**Placement by cell class**

The bar under the picture is 20 um long. Fill, decap, tap and diode cells in grey.
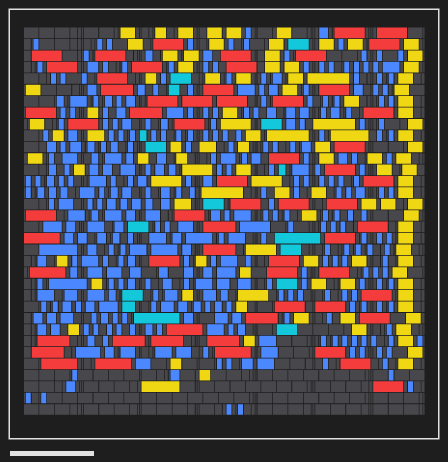
**Placement density heat map**

10 x 10 tiles, from white (low) to dark blue (high), 0 to 100% covered.
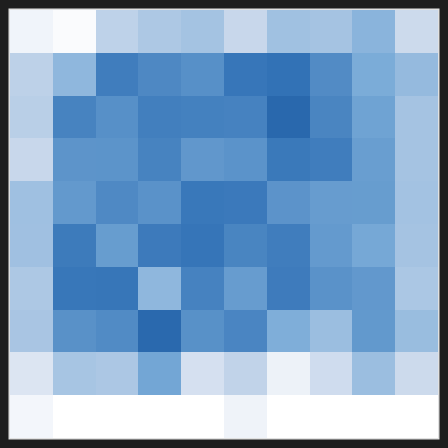
**M4 wires**

The bar under the picture is 20 um long. Supply wires on this layer in grey. Cells faint in the background.
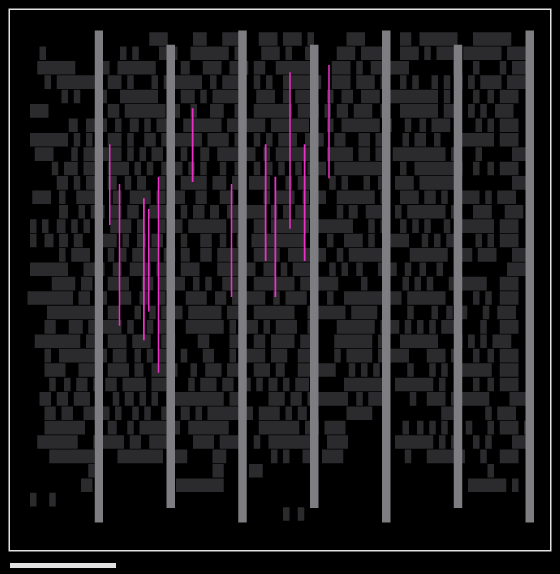
**M1 wires**

Supply wires on this layer in grey.
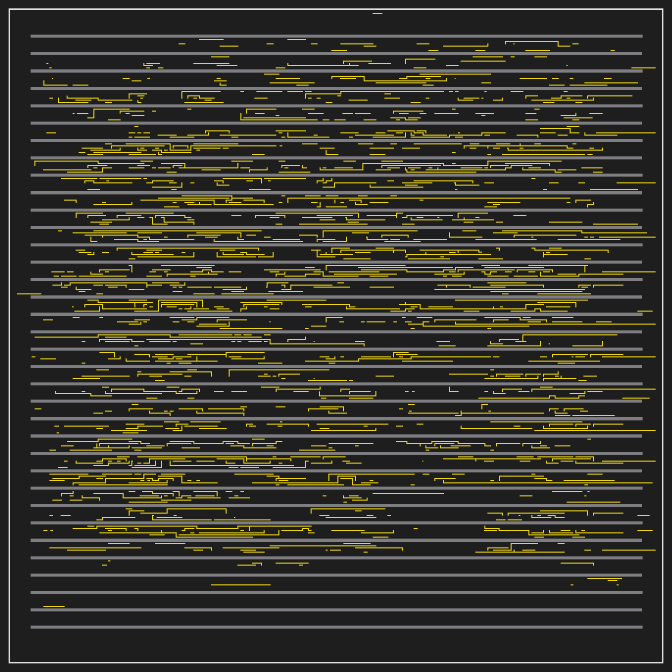
### src/rtl/init_seq_pkg.sv
// init_seq_pkg: shared types and defaults for the init_seq sequencer.
// Holds the FSM state enum, index-width helper and timing defaults.
package init_seq_pkg;

  localparam int DEF_NUM_UART      = 2;
  localparam int DEF_BAUD_W        = 16;
  localparam int DEF_CNT_W         = 16;
  localparam int DEF_BAUD_ST       = 100;
  localparam int DEF_NUM_ADC_PULSE = 2;
  localparam int DEF_ADC_PULSE_LEN = 1;
  localparam int DEF_ADC_GAP       = 20;
  localparam int DEF_WAIT_LEN      = 50;

  typedef enum logic [2:0] {
    S_IDLE,
    S_WAIT,
    S_BAUD,
    S_ADC_HI,
    S_ADC_LO,
    S_SETTLE,
    S_DONE
  } state_e;

  // Index width for a count of n items; never below one bit.
  function automatic int idx_w(input int n);
    return (n > 1) ? $clog2(n) : 1;
  endfunction

endpackage

### src/rtl/init_seq_sync_edge.sv
// sync_edge: two-flop synchroniser plus rising-edge detector.
// Ports: clk, rst (sync, active-high), d (async in), q_s (synced), rise.
module sync_edge (
  input  logic clk,
  input  logic rst,
  input  logic d,
  output logic q_s,
  output logic rise
);

  logic s1_q, s1_d;
  logic s2_q, s2_d;
  logic dly_q, dly_d;

  always_comb begin
    s1_d  = d;
    s2_d  = s1_q;
    dly_d = s2_q;
  end

  always_ff @(posedge clk) begin
    if (rst) begin
      s1_q  <= 1'b0;
      s2_q  <= 1'b0;
      dly_q <= 1'b0;
    end else begin
      s1_q  <= s1_d;
      s2_q  <= s2_d;
      dly_q <= dly_d;
    end
  end

  assign q_s  = s2_q;
  assign rise = s2_q & ~dly_q;

endmodule

### src/rtl/init_seq.sv
// init_seq: power-up sequencer; waits after PLL lock, strobes UART baud
// latches in turn, pulses ADC init, settles and holds done.
// Ports: clk, rst (sync active-high), locked (async), restart (1-cycle),
//   baud_cfg (per-channel words in), latch_baud (one-hot strobe),
//   baud_word (captured cfg), init_adc, busy, done, lock_loss_cnt.
// Build option: define INIT_SEQ_LOSS_CNT_EN to enable the saturating
//   lock_loss_cnt; otherwise the port is tied to zero.
module init_seq
  import init_seq_pkg::*;
#(
  parameter int NUM_UART      = DEF_NUM_UART,
  parameter int BAUD_W        = DEF_BAUD_W,
  parameter int CNT_W         = DEF_CNT_W,
  parameter int BAUD_ST       = DEF_BAUD_ST,
  parameter int NUM_ADC_PULSE = DEF_NUM_ADC_PULSE,
  parameter int ADC_PULSE_LEN = DEF_ADC_PULSE_LEN,
  parameter int ADC_GAP       = DEF_ADC_GAP,
  parameter int WAIT_LEN      = DEF_WAIT_LEN
) (
  input  logic                       clk,
  input  logic                       rst,
  input  logic                       locked,
  input  logic                       restart,
  input  logic [NUM_UART*BAUD_W-1:0] baud_cfg,
  output logic [NUM_UART-1:0]        latch_baud,
  output logic [NUM_UART*BAUD_W-1:0] baud_word,
  output logic                       init_adc,
  output logic                       busy,
  output logic                       done,
  output logic [7:0]                 lock_loss_cnt
);

  localparam int CH_W = idx_w(NUM_UART);
  localparam int P_W  = idx_w(NUM_ADC_PULSE);

  localparam logic [CNT_W-1:0] BAUD_END = CNT_W'(BAUD_ST - 1);
  localparam logic [CNT_W-1:0] HI_END   = CNT_W'(ADC_PULSE_LEN - 1);
  localparam logic [CNT_W-1:0] LO_END   = CNT_W'(ADC_GAP - 1);
  localparam logic [CNT_W-1:0] SET_END  = CNT_W'(WAIT_LEN - 1);
  localparam logic [CH_W-1:0]  CH_LAST  = CH_W'(NUM_UART - 1);
  localparam logic [P_W-1:0]   P_LAST   = P_W'(NUM_ADC_PULSE - 1);

  logic locked_s;
  logic rise;
  logic lost;
  logic clr;

  state_e state_q, state_d;
  logic [CNT_W-1:0] cnt_q, cnt_d;
  logic [CH_W-1:0]  ch_q, ch_d;
  logic [P_W-1:0]   p_q, p_d;

  logic [NUM_UART-1:0]        latch_q, latch_d;
  logic [NUM_UART*BAUD_W-1:0] bw_q, bw_d;
  logic                       adc_q, adc_d;
  logic                       busy_q, busy_d;
  logic                       done_q, done_d;

  sync_edge u_lock_sync (
    .clk  (clk),
    .rst  (rst),
    .d    (locked),
    .q_s  (locked_s),
    .rise (rise)
  );

  assign lost = (state_q != S_IDLE) && !locked_s;

  // Next state; lock loss beats restart, which beats normal progress.
  always_comb begin
    state_d = state_q;
    ch_d    = ch_q;
    p_d     = p_q;
    clr     = 1'b0;
    if (lost) begin
      state_d = S_IDLE;
    end else if (restart && locked_s) begin
      state_d = S_WAIT;
      clr     = 1'b1;
    end else begin
      unique case (state_q)
        S_IDLE: begin
          if (rise) state_d = S_WAIT;
        end
        S_WAIT: begin
          if (cnt_q == BAUD_END) begin
            state_d = S_BAUD;
            ch_d    = '0;
          end
        end
        S_BAUD: begin
          if (ch_q == CH_LAST) begin
            state_d = S_ADC_HI;
            p_d     = '0;
          end else begin
            ch_d = ch_q + CH_W'(1);
          end
        end
        S_ADC_HI: begin
          if (cnt_q == HI_END) state_d = S_ADC_LO;
        end
        S_ADC_LO: begin
          if (cnt_q == LO_END) begin
            if (p_q == P_LAST) begin
              state_d = S_SETTLE;
            end else begin
              p_d     = p_q + P_W'(1);
              state_d = S_ADC_HI;
            end
          end
        end
        S_SETTLE: begin
          if (cnt_q == SET_END) state_d = S_DONE;
        end
        S_DONE: begin
          state_d = S_DONE;
        end
        default: begin
          state_d = S_IDLE;
        end
      endcase
    end
    // Counter restarts on every state change and idles in IDLE/DONE.
    if (clr || (state_d != state_q) ||
        (state_d == S_IDLE) || (state_d == S_DONE)) begin
      cnt_d = '0;
    end else begin
      cnt_d = cnt_q + CNT_W'(1);
    end
  end

  // Registered outputs decoded from the next state.
  always_comb begin
    latch_d = '0;
    for (int i = 0; i < NUM_UART; i++) begin
      latch_d[i] = (state_d == S_BAUD) && (ch_d == CH_W'(i));
    end
    // Snapshot lands in the last WAIT cycle, one ahead of the strobes.
    bw_d = bw_q;
    if ((state_d == S_WAIT) && (cnt_d == BAUD_END)) begin
      bw_d = baud_cfg;
    end
    adc_d  = (state_d == S_ADC_HI);
    busy_d = !((state_d == S_IDLE) || (state_d == S_DONE));
    done_d = (state_d == S_DONE);
  end

  always_ff @(posedge clk) begin
    if (rst) begin
      state_q <= S_IDLE;
      cnt_q   <= '0;
      ch_q    <= '0;
      p_q     <= '0;
      latch_q <= '0;
      bw_q    <= '0;
      adc_q   <= 1'b0;
      busy_q  <= 1'b0;
      done_q  <= 1'b0;
    end else begin
      state_q <= state_d;
      cnt_q   <= cnt_d;
      ch_q    <= ch_d;
      p_q     <= p_d;
      latch_q <= latch_d;
      bw_q    <= bw_d;
      adc_q   <= adc_d;
      busy_q  <= busy_d;
      done_q  <= done_d;
    end
  end

  assign latch_baud = latch_q;
  assign baud_word  = bw_q;
  assign init_adc   = adc_q;
  assign busy       = busy_q;
  assign done       = done_q;

`ifdef INIT_SEQ_LOSS_CNT_EN
  logic [7:0] loss_q, loss_d;

  always_comb begin
    loss_d = loss_q;
    if (lost && (loss_q != 8'hFF)) begin
      loss_d = loss_q + 8'd1;
    end
  end

  always_ff @(posedge clk) begin
    if (rst) begin
      loss_q <= 8'd0;
    end else begin
      loss_q <= loss_d;
    end
  end

  assign lock_loss_cnt = loss_q;
`else
  assign lock_loss_cnt = 8'd0;
`endif

endmodule

### config.mk
export PLATFORM = sky130hd
export DESIGN_NAME = init_seq
export DESIGN_NICKNAME = d
export VERILOG_FILES = /design/src/rtl/init_seq_pkg.sv /design/src/rtl/init_seq_sync_edge.sv /design/src/rtl/init_seq.sv
export SDC_FILE = /design/constraint.sdc
export NUM_CORES = 1
export LEC_CHECK = 0
export ABC_AREA = 1
export CAP_MARGIN = 20
export CELL_PAD_IN_SITES_DETAIL_PLACEMENT = 1
export CELL_PAD_IN_SITES_GLOBAL_PLACEMENT = 1
export CORE_MARGIN = 3
export CORE_UTILIZATION = 33
export DETAILED_ROUTE_END_ITERATION = 10
export PLACE_DENSITY = 0.78
export RECOVER_POWER = 50
export SETUP_SLACK_MARGIN = 0.5
export SLEW_MARGIN = 10
export SYNTH_ARGS = -nofsm -noshare
export SYNTH_HDL_FRONTEND = slang
export SYNTH_SLANG_ARGS = --single-unit
### constraint.sdc
create_clock -name clk -period 2.4 [get_ports clk]
set_input_delay 0.24 -clock clk [delete_from_list [all_inputs] [get_ports clk]]
set_output_delay 0.24 -clock clk [all_outputs]
set_load 0.05 [all_outputs]
==> impl_metrics.csv <==
group,metric,value,unit
outcome,status,"finished with violations",
outcome,violations,"negative setup slack",
timing,maxSlewHeadroom,63.33,%
grt,grt_antenna_before_repair,0,
yosys,top_cells_by_area,"dfxtp_1 40%, nand2_1 14%, nor2_1 13%, inv_1 7.2%, nand3_1 4.1%",
yosys,synthTopCellsByCount,"111 x nand2_1, 109 x nor2_1, 61 x dfxtp_1, 58 x inv_1, 25 x nand3_1",
worst_hold_path,min_path_cells,3,
routing,drc,0,
yosys,ys_cells,458,
yosys,edf_count,0,
grt,overflow,0,
yosys,ys_sh_aoi,2.015,%
routing,wl_per_cell,16.38,um
placed_design,dpl_cell_area,3869,sq um
pwr,p_clk,0.00106,W
finish,drive_gt1_share,29.68,%
worst_hold_path,hold_class,"in2reg",
pwr,p_sw_share,25.50,%
grt,grt_pass1_wl,16410,um
grt,grt_max_degree,33,
worst_setup_path,rr_worst_depth,15,
routing,wl_met1,4319,um
clock_tree,clock_path_buffers,2,
finish,flop_area,1256,sq um
floorplanning,dieArea,10410,sq um
yosys,top_area_cell,"dfxtp_1",
finish,area_delta_synth_final,59.37,%
pwr,seq-power,0.00102,W
pwr,power_leader,"the clock network",
worst_setup_path,r2r-start,"cnt_q[1]",
finish,comb_share,37.28,%
yosys,yosys.cell_types.count,35,
yosys,mux_share,0,%
floorplanning,ios,81,
clock_tree,cts_buffers,9,
grt,track_usage,20.21,%
pwr,ir_worst_vdd,0.0003144,V
yosys,netlist_logic_family_top,"simple AND/OR/NAND/NOR gates",
finish,seq_cell_count,61,
pwr,powerDensity,476.3,nW/um^2
clock_tree,cts_tree,"done",
worst_hold_path,min_to,"u_lock_sync.s1_q",
finish,comb_cells,318,
clock_tree,cts.sinks,61,
yosys,ys_warn_count,0,
timing,rsz0062_at_grt,"yes",
worst_setup_path,slowest_stage,"dfxtp_4",
placed_design,place_inst,631,
worst_setup_path,crit_buf_inv,3,
yosys,synth_area,3043,sq um
timing,worst_pin_slew,0.5483,ns
yosys,ys_sh_adder,1.234,%
routing,wl_met2,5820,um
timing,period_used_share,106.7,%
finish,fin_nets,600,
pwr,netSwitchingPower,0.0005891,W
routing,routed.top_layer,"met4",
worst_setup_path,cpPeakStageDelay,0.39,ns
worst_setup_path,critPathKind,"reg2reg",
yosys,top_cell_area_share,40.13,%
grt,grt_pass1_vias,3357,
floorplanning,num_rows,34,
yosys,synth.yosys.chip_area,3043,sq um
worst_setup_path,crit_family,"simple AND/OR/NAND/NOR gates",
placed_design,place.gp.congestion,0.9093,
yosys,ys_seq_share,40.13,%
placed_design,dp_hpwl,6460,um
finish,final-clk-cell-share,4.618,%
pwr,leakage,2.138,nW
floorplanning,dieWidth,102.0,um
yosys,syn_inst,458,
timing,fin_crit,2.560,ns
yosys,async_reset_ff_share,0,%
finish,comb_area,1808,sq um
finish,diodes,0,
routing,first_pass_iters,4,
worst_setup_path,timing.rr.end,"baud_word[7]",
worst_setup_path,crit_start,"cnt_q[1]",
grt,met2_usage,37.23,%
routing,drtIter0Drc,99,
yosys,ys_ff,61,
clock_tree,clk_pin_slew,0.08,ns
finish,nNonClkBuffers,106,
worst_setup_path,crit_path_start_kind,"flop",
clock_tree,cts.repair.resized,63,
timing,skew,0.01103,ns
routing,vias_per_cell,4.849,
finish,n_fill_cell,1105,
worst_setup_path,crit_cells,15,
worst_setup_path,rrSetupSlack,-0.16,ns
clock_tree,root_buffer,"clkbuf_8",
finish,area_share_nonclk_buffers,24.28,%
finish,seq-cell-share,25.90,%
yosys,ys_sh_simple,41.41,%
clock_tree,postCtsSetupRepairBufs,14,
yosys,synth.avg_cell_area,6.644,sq um
worst_setup_path,cp.arrival,2.86,ns
worst_setup_path,cp-end-kind,"flop",
placed_design,placement.io_buffers,72,
finish,stdcell_count,674,
worst_setup_path,crit_fanout,8,
clock_tree,ctsHoldBuffers,0,
timing,fmax,390.7,MHz
run,maxCapViolCount,0,
worst_hold_path,min-delay-start,"locked",
timing,finalHoldViolCount,0,
finish,stdcell_area,4850,sq um
worst_setup_path,cp_cell_sequence,"ha_4 > nand3_1 > inv_1 > nand3_2 > nor2_2 > nand2_1 > o22ai_2 > nand3_2 > nor2_2 > nand3_4 > buf_12 > buf_16 > nand2_2 > nand2_1 > nor2_1",
grt,grtUsageMet3,4.573,%
timing,holdWs,0.4097,ns
routing,antenna_left,0,
timing,finalSetupViolations,31,
routing,wl_met3,623,um
grt,grt_busiest_layer,"met2",
timing,slew_viol_final,0,
timing,setup_slack,-0.1597,ns
pwr,pg_comb,0.000229,W
About 'placement by cell class':
other buffers and delay cells: shown in yellow, cells 106, share of their area 25%. flops: shown in red, cells 61, share of their area 27%. combinational and other logic: shown in blue, cells 383, share of their area 44%. clock drivers and dummy loads: shown in cyan, cells 16, share of their area 4.8%.

About 'placement density heat map':
The fullest tile reaches 78%. The mean over all tiles is 45%. The densest ninth of the die: centre.
Initial Utilization: 34.39%
post-layout util: 54.81%
core area: 8848 sq um

About 'M4 wires':
The layer holds 2.5% of the routed length. The wires run mostly vertical. The layer carries 275 um of wire.
final WL: 11040 um
DR vias: 3268

About 'M1 wires':
The layer holds 39% of the routed length. The layer carries 4320 um of wire. The wires run mostly horizontal.
met1 GRT Util: 22.71%

[cell usage in the layout (no fill, tap or decap), types with 16 or more instances in the layout]
master / count
buf_4: 19
nand3_1: 17
dfxtp_1: 45
nand2_1: 94
clkdlybuf4s50_1: 72
nand2_2: 17
nor2_1: 72
nor2_4: 16
inv_1: 56
nor2_2: 31
[through the flow]
step | util, % | setup WS [ns] | TNS (ns)
4_1_cts | 51.44 | 0.02265 | 0
3_5_place_dp | 43.72 | -0.02862 | -0.1841
5_1_grt | 54.81 | -0.3607 | -8.425
6_report | 54.81 | -0.1597 | -2.445
3_3_place_gp | 43.72 | 0.1153 | 0
2_1_floorplan | - | 0.3034 | 0
[worst min-delay path: cells and delay by family]
family | cells | cell delay (ns)
buffers and inverters | 2 | 0.46
and+or+nand+nor | 1 | 0.03
No activity file was given, so power comes from the tool's default toggle rates.
